**Run 1: metal 1**

Drawn at 3 px/µm.
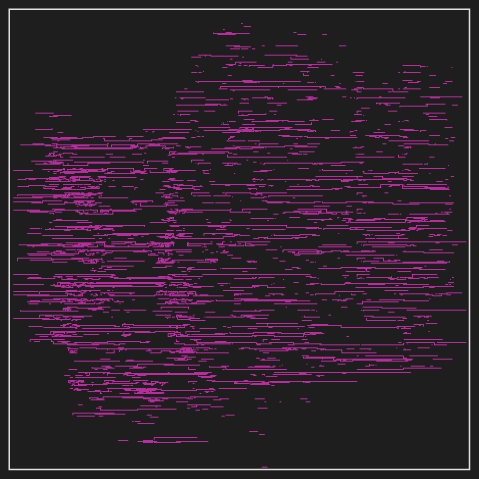
**Run 1: cells colored by class**

Drawn at 2 px/µm.
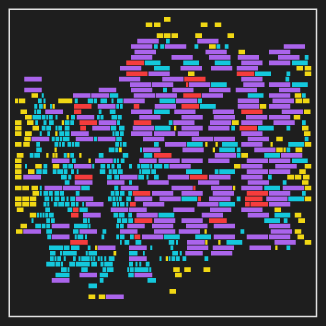
**Run 1: routing congestion map**

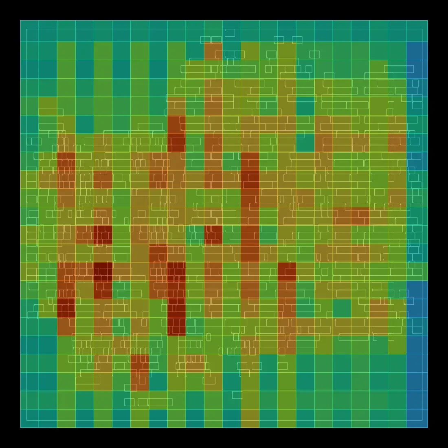
**Run 1: cell sizes after repair**

Drawn at 2 px/µm.
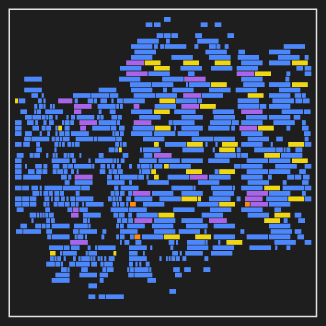
## src/rtl/ifetch_prefetch_queue.sv

```systemverilog
// Instruction-fetch prefetch queue: issues in-order fetches to a variable-latency
// imem and buffers returned words with their PCs in a first-word-fall-through queue.
module ifetch_prefetch_queue #(
    parameter int          DEPTH    = 4,
    parameter logic [15:0] RESET_PC = 16'h0
) (
    input  logic        clk,
    input  logic        rst_n,
    output logic        imem_req_valid,
    input  logic        imem_req_ready,
    output logic [15:0] imem_req_addr,
    input  logic        imem_rsp_valid,
    input  logic [15:0] imem_rsp_data,
    input  logic        redirect,
    input  logic [15:0] redirect_pc,
    output logic        inst_valid,
    output logic [15:0] inst_data,
    output logic [15:0] inst_pc,
    input  logic        inst_ready,
    output logic        err_unexp_rsp
);

    localparam int AW = $clog2(DEPTH);
    localparam int CW = AW + 1;

    logic [15:0]   mem_data [DEPTH];
    logic [15:0]   mem_pc   [DEPTH];
    logic [AW-1:0] rd_ptr;
    logic [AW-1:0] wr_ptr;
    logic [CW-1:0] count;
    logic [CW-1:0] outstanding;
    logic [CW-1:0] discard;
    logic [15:0]   fetch_pc;
    logic [15:0]   rsp_pc;
    logic          run;
    logic          err;
    logic [CW+1:0] credit_sum;
    logic          accept;
    logic          rsp_drop;
    logic          rsp_push;
    logic          rsp_unexp;
    logic          push;
    logic          pop;

    // Every word buffered, in flight or awaiting discard holds one credit.
    assign credit_sum = {2'b00, count} + {2'b00, outstanding} + {2'b00, discard};

    assign imem_req_valid = run & ~redirect & (credit_sum < (CW+2)'(DEPTH));
    assign imem_req_addr  = fetch_pc;
    assign accept         = imem_req_valid & imem_req_ready;

    assign rsp_drop  = imem_rsp_valid & (discard != '0);
    assign rsp_push  = imem_rsp_valid & (discard == '0) & (outstanding != '0);
    assign rsp_unexp = imem_rsp_valid & (discard == '0) & (outstanding == '0);

    assign push = rsp_push & ~redirect;
    assign pop  = inst_valid & inst_ready & ~redirect;

    assign inst_valid    = (count != '0);
    assign inst_data     = inst_valid ? mem_data[rd_ptr] : 16'h0;
    assign inst_pc       = inst_valid ? mem_pc[rd_ptr] : 16'h0;
    assign err_unexp_rsp = err;

    always_ff @(posedge clk) begin
        if (push) begin
            mem_data[wr_ptr] <= imem_rsp_data;
            mem_pc[wr_ptr]   <= rsp_pc;
        end
    end

    always_ff @(posedge clk or negedge rst_n) begin
        if (!rst_n) begin
            run         <= 1'b0;
            fetch_pc    <= RESET_PC;
            rsp_pc      <= RESET_PC;
            rd_ptr      <= '0;
            wr_ptr      <= '0;
            count       <= '0;
            outstanding <= '0;
            discard     <= '0;
            err         <= 1'b0;
        end else begin
            run <= 1'b1;
            if (rsp_unexp) err <= 1'b1;
            if (redirect) begin
                fetch_pc    <= redirect_pc;
                rsp_pc      <= redirect_pc;
                rd_ptr      <= '0;
                wr_ptr      <= '0;
                count       <= '0;
                outstanding <= '0;
                // In-flight words become stale; one arriving now is dropped.
                discard     <= discard + outstanding
                             - CW'(imem_rsp_valid & ~rsp_unexp);
            end else begin
                if (accept) fetch_pc <= fetch_pc + 16'd1;
                if (push) begin
                    rsp_pc <= rsp_pc + 16'd1;
                    wr_ptr <= wr_ptr + AW'(1);
                end
                if (pop) rd_ptr <= rd_ptr + AW'(1);
                count       <= count + CW'(push) - CW'(pop);
                outstanding <= outstanding + CW'(accept) - CW'(rsp_push);
                discard     <= discard - CW'(rsp_drop);
            end
        end
    end

endmodule

```

## config.mk

```make
export PLATFORM = sky130hd
export DESIGN_NAME = ifetch_prefetch_queue
export DESIGN_NICKNAME = d
export VERILOG_FILES = /design/src/rtl/ifetch_prefetch_queue.sv
export SDC_FILE = /design/constraint.sdc
export NUM_CORES = 1
export LEC_CHECK = 0
export ABC_CLOCK_PERIOD_IN_PS = 9000
export CAP_MARGIN = 10
export CORE_MARGIN = 2
export CORE_UTILIZATION = 35
export CTS_CLUSTER_SIZE = 28
export DETAILED_ROUTE_END_ITERATION = 7
export GPL_TIMING_DRIVEN = 0
export SYNTH_ARGS = -nofsm -noshare
export SYNTH_HDL_FRONTEND = slang
export SYNTH_SLANG_ARGS = --single-unit
```

## constraint.sdc

```tcl
create_clock -name clk -period 9 [get_ports clk]
set_input_delay 0.9 -clock clk [delete_from_list [all_inputs] [get_ports clk]]
set_output_delay 0.9 -clock clk [all_outputs]
set_load 0.02 [all_outputs]
```

==> job_summary.md, run 1 <==
## Synthesis and layout report

| Metric | Value |
|---|---|
| Status | `finished clean` |
| Placement Cell Area | `9010 µm²` |
| CP Max Fanout | `10` |
| H-tree Lvls | `4` |
| RR Startpoint | `outstanding[2]` |
| Synth Net Count | `a little under 600` |
| Top Registers | `mem_data: 64 flops, mem_pc: 64 flops` |
| CP Launch Type | `flip-flop` |
| RSZ-0062 raised after global routing | `no` |
| Crit path DAT | `approximately 4.3 ns` |
| Dpl hpwl | `11.6 mm` |
| # hold bufs at CTS | `0` |
| Crit-path leading delay family | `buffers and inverters` |
| Leakage power | `between 3 and 4 nW` |
| Die Span Y | `153 µm` |
| Cells in synth_stat.txt | `520` |
| Mapped Area | `a little under 8000 µm²` |
| DR pass1 iterations | `4` |
| FF-to-FF setup slack | `4.29 ns` |
| Worst-path cell chain | `inv_1, fa_1, inv_1, ha_1, or3b_2, o22ai_1, clkbuf_1, clkbuf_1, nor4b_1, clkdlybuf4s50_1` |
| Grt met3 use | `0.0363` |
| Final GP Congestion | `a little under 0.9` |
| Met2 usage | `0.241` |
| Setup violators final | `0` |
| Post-layout net count | `a little under 700` |
| Worst path bufs/invs | `5` |
| Design Area, Final | `9640 µm²` |
| TritonCTS clock tree | `built` |
| Clk sinks | `between 150 and 200` |
| CTS Buffer Depth | `2` |
| # DRC | `0` |
| Post-layout minimum cycle time | `5.20 ns` |
| YS warnings | `0` |
| Ports | `~89` |
| Root buf cell | `clkbuf_16` |
## Picture notes: 'metal 1'
share of all routed wire: 45%
main direction: horizontal
nets with wire on the layer: 617
wire length on this layer: 7,640 µm
longest straight run: 45.5 µm
Vias: 4,772
GR Layer Usage met1: 0.200

## Picture notes: 'cells colored by class'
| class | color | cells | share of their area |
|---|---|---|---|
| clock drivers and dummy loads | red | 32 | 6.8% |
| sequential cells | purple | 175 | 54% |
| combinational and other logic | cyan | 318 | 28% |
| remaining buffers and delay cells | yellow | 116 | 11% |

## Picture notes: 'routing congestion map'
Overall Global Routing Usage: 0.150
wire length per cell: 18.6 µm

## Picture notes: 'cell sizes after repair'
| size | color | cells | most used |
|---|---|---|---|
| _3 and _4 cells | orange | 3 | clkinv_4 |
| _6 and larger | purple | 27 | clkbuf_16 |
| _2 cells | yellow | 42 | mux4_2 |
| _0 and _1 cells | blue | 569 | edfxtp_1 |

[run 1: worst max-delay path by stage]
stage	end	depth (start not counted)	from	slack, ns
global placement	imem_req_valid	10	outstanding[2]	4.30
finish	imem_req_valid	10	outstanding[2]	3.80
global route	imem_req_valid	10	outstanding[2]	3.49
floorplan	outstanding[2]	17	outstanding[2]	5.06
detailed placement	imem_req_valid	10	outstanding[2]	4.26
CTS	imem_req_valid	10	outstanding[2]	3.76
[run 1: metrics by stage]
step                hold WS [ns]  setup WS, ns   util
finish                     0.460          3.80  0.442
global route               0.494          3.49  0.442
CTS                        0.461          3.76  0.442
detailed placement         0.478          4.26  0.413
global placement           0.459          4.30  0.412
floorplan                  0.509          5.06      -
[run 1: layout make-up]
type                    count  area [µm²]  share of cell area
flip-flops and latches    175        5020               0.521
multi-input cells         294        2550               0.265
repair buffers             89         896              0.0929
clock buffers              18         429              0.0445
well taps                 280         350              0.0363
clock inverters            14         203              0.0210
plain buffers              27         104              0.0108
inverters                  24        90.1             0.00934
[run 1: synth_stat cells, types with 13 or more instances]
| cell type | number |
|---|---|
| mux4_2 | 32 |
| nand3_1 | 13 |
| nor2_1 | 26 |
| edfxtp_1 | 128 |
| clkbuf_1 | 21 |
| and2_1 | 37 |
| ha_1 | 17 |
| or4_1 | 13 |
| a31oi_1 | 17 |
| dfrtp_1 | 47 |
| inv_1 | 24 |
| o31ai_1 | 13 |
[run 1: power breakdown]
part	internal (mW)	switching [mW]	total (mW)
combinational	0.337	0.402	0.739
clock	0.470	0.316	0.786
sequential	0.910	0.0498	0.960
[run 1: metal layers]
metal  part of all wire  up-vias
met2               0.48      179
li1                   -     2220
met3              0.057       22
met1               0.45     2351
met4              0.018        0
met5                  0        -
**Run 1: layout detail**

Window x 26 to 51, y 102 to 127 µm. Cells in gray, sequential cells in the stronger gray; small squares are vias.
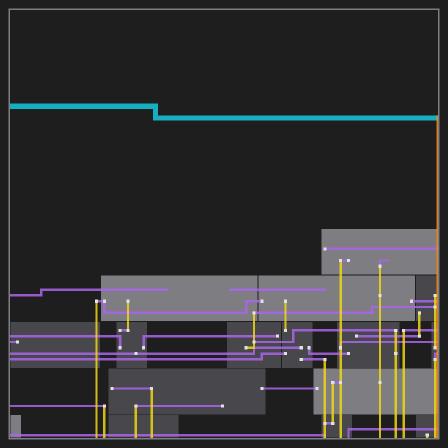

==> run 2: changes to the inputs <==
--- a/config.mk
+++ b/config.mk
@@ -5,7 +5,7 @@
 export SDC_FILE = /design/constraint.sdc
 export NUM_CORES = 1
 export LEC_CHECK = 0
-export ABC_CLOCK_PERIOD_IN_PS = 9000
+export ABC_CLOCK_PERIOD_IN_PS = 4800
 export CAP_MARGIN = 10
 export CORE_MARGIN = 2
 export CORE_UTILIZATION = 35
==> constraint.sdc (replaced) <==
create_clock -name clk -period 4.8 [get_ports clk]
set_input_delay 0.48 -clock clk [delete_from_list [all_inputs] [get_ports clk]]
set_output_delay 0.48 -clock clk [all_outputs]
set_load 0.02 [all_outputs]
**Run 2: layout detail**

Window x 26 to 51, y 102 to 127 µm. Cells in gray, sequential cells in the stronger gray; small squares are vias.
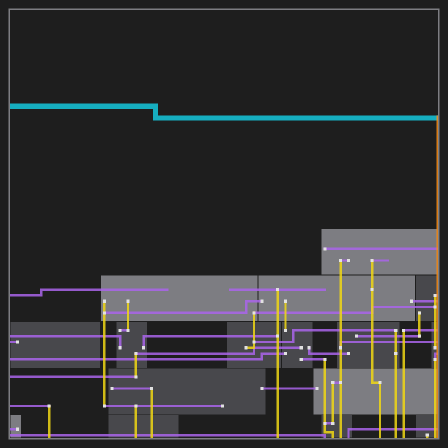
| layer | color |
|---|---|
| metal 4 | orange |
| metal 3 | cyan |
| metal 2 | yellow |
| metal 1 | purple |
netlist names of flops here include: rsp_pc (4)
sequential cells in the window: 4
most frequent: dfrtp_1 (4), a21oi_1 (3)
cells with their middle in the window: 12

==> job_summary.md, run 2 <==
## Synthesis and layout report

| Metric | Value |
|---|---|
| Status | `finished clean` |
| CP Launch Type | `flip-flop` |
| Crit path DAT | `about 4.0 ns` |
| H-tree Lvls | `4` |
| Setup slack after layout | `around 0.29 ns` |
| Overall Global Routing Usage | `0.150` |
| Hold slack | `roughly 0.046 ns` |
| Leakage power | `around 3.3 nW` |
| DR pass1 iterations | `4` |
| Worst-path cell chain | `inv_1, fa_1, inv_1, ha_1, or3b_2, o22ai_2, clkbuf_1, clkbuf_2, nor4b_1, clkdlybuf4s50_1` |
| Clk sinks | `~180` |
| Vias | `between 4,000 and 5,000` |
| FF-to-FF setup slack | `approximately 0.38 ns` |
| Top Registers | `mem_data: 64 flops, mem_pc: 64 flops` |
| Placement Cell Area | `between 9000 and 10,000 µm²` |
| # DRC | `0` |
| Final GP Congestion | `slightly below 0.9` |
| Wire length per cell | `between 15 and 20 µm` |
| Pre-CTS WS | `around 0.070 ns` |
| Ports | `between 80 and 90` |
| Die Span Y | `about 150 µm` |
-- run 2: cell types whose count changed in the layout (fill, tap and decap cells not counted) --
cell	before	now
clkbuf_1	22	21
clkbuf_2	0	1
o22ai_1	1	0
o22ai_2	0	1
-- run 2: worst max path at each step --
stage                     endpoint  slack (ns)            from  cells past startpoint
finish              imem_req_valid        0.29  outstanding[2]                     10
global route        imem_req_valid        0.05  outstanding[2]                     10
CTS                 imem_req_valid        0.15  outstanding[2]                     10
detailed placement  outstanding[2]        0.07  outstanding[2]                     17
global placement    outstanding[2]        0.14  outstanding[2]                     17
floorplan           outstanding[2]        0.86  outstanding[2]                     17
-- run 2: what timing repair did --
item,4_1_cts,5_1_grt
resized,1,2
setup buffers,0,0
setup endpoints to repair,1,2
-- run 2: cell type report --
class / instances / area [µm²]
fill: 1921 / 12200
sequential: 175 / 5020
multi-input combinational: 294 / 2560
timing repair buffer: 89 / 896
clock buffer: 18 / 429
tap: 280 / 350
clock inverter: 14 / 203
buffer: 27 / 105
inverter: 24 / 90.1
-- run 2: power by group --
group	switching (mW)	total (mW)	internal, mW
Sequential	0.0935	1.80	1.71
Clock	0.588	1.47	0.882
Combinational	0.759	1.39	0.634
-- run 2: critical path, delay by kind of cell (launching register included) --
kind	cells	cell delay (ns)
buffers and inverters	5	1.50
adders and majority gates	2	0.78
and+or+nand+nor	2	0.53
AOI/OAI and AO/OA	1	0.34
DFF	1	0.44
-- run 2: per-layer routing --
layer  GRT usage  part of all wire
met1       0.200              0.44
met2       0.242              0.48
met3      0.0363             0.057
met4      0.0534             0.018
met5           0                 0
Power is estimated from default activity; no workload was simulated.
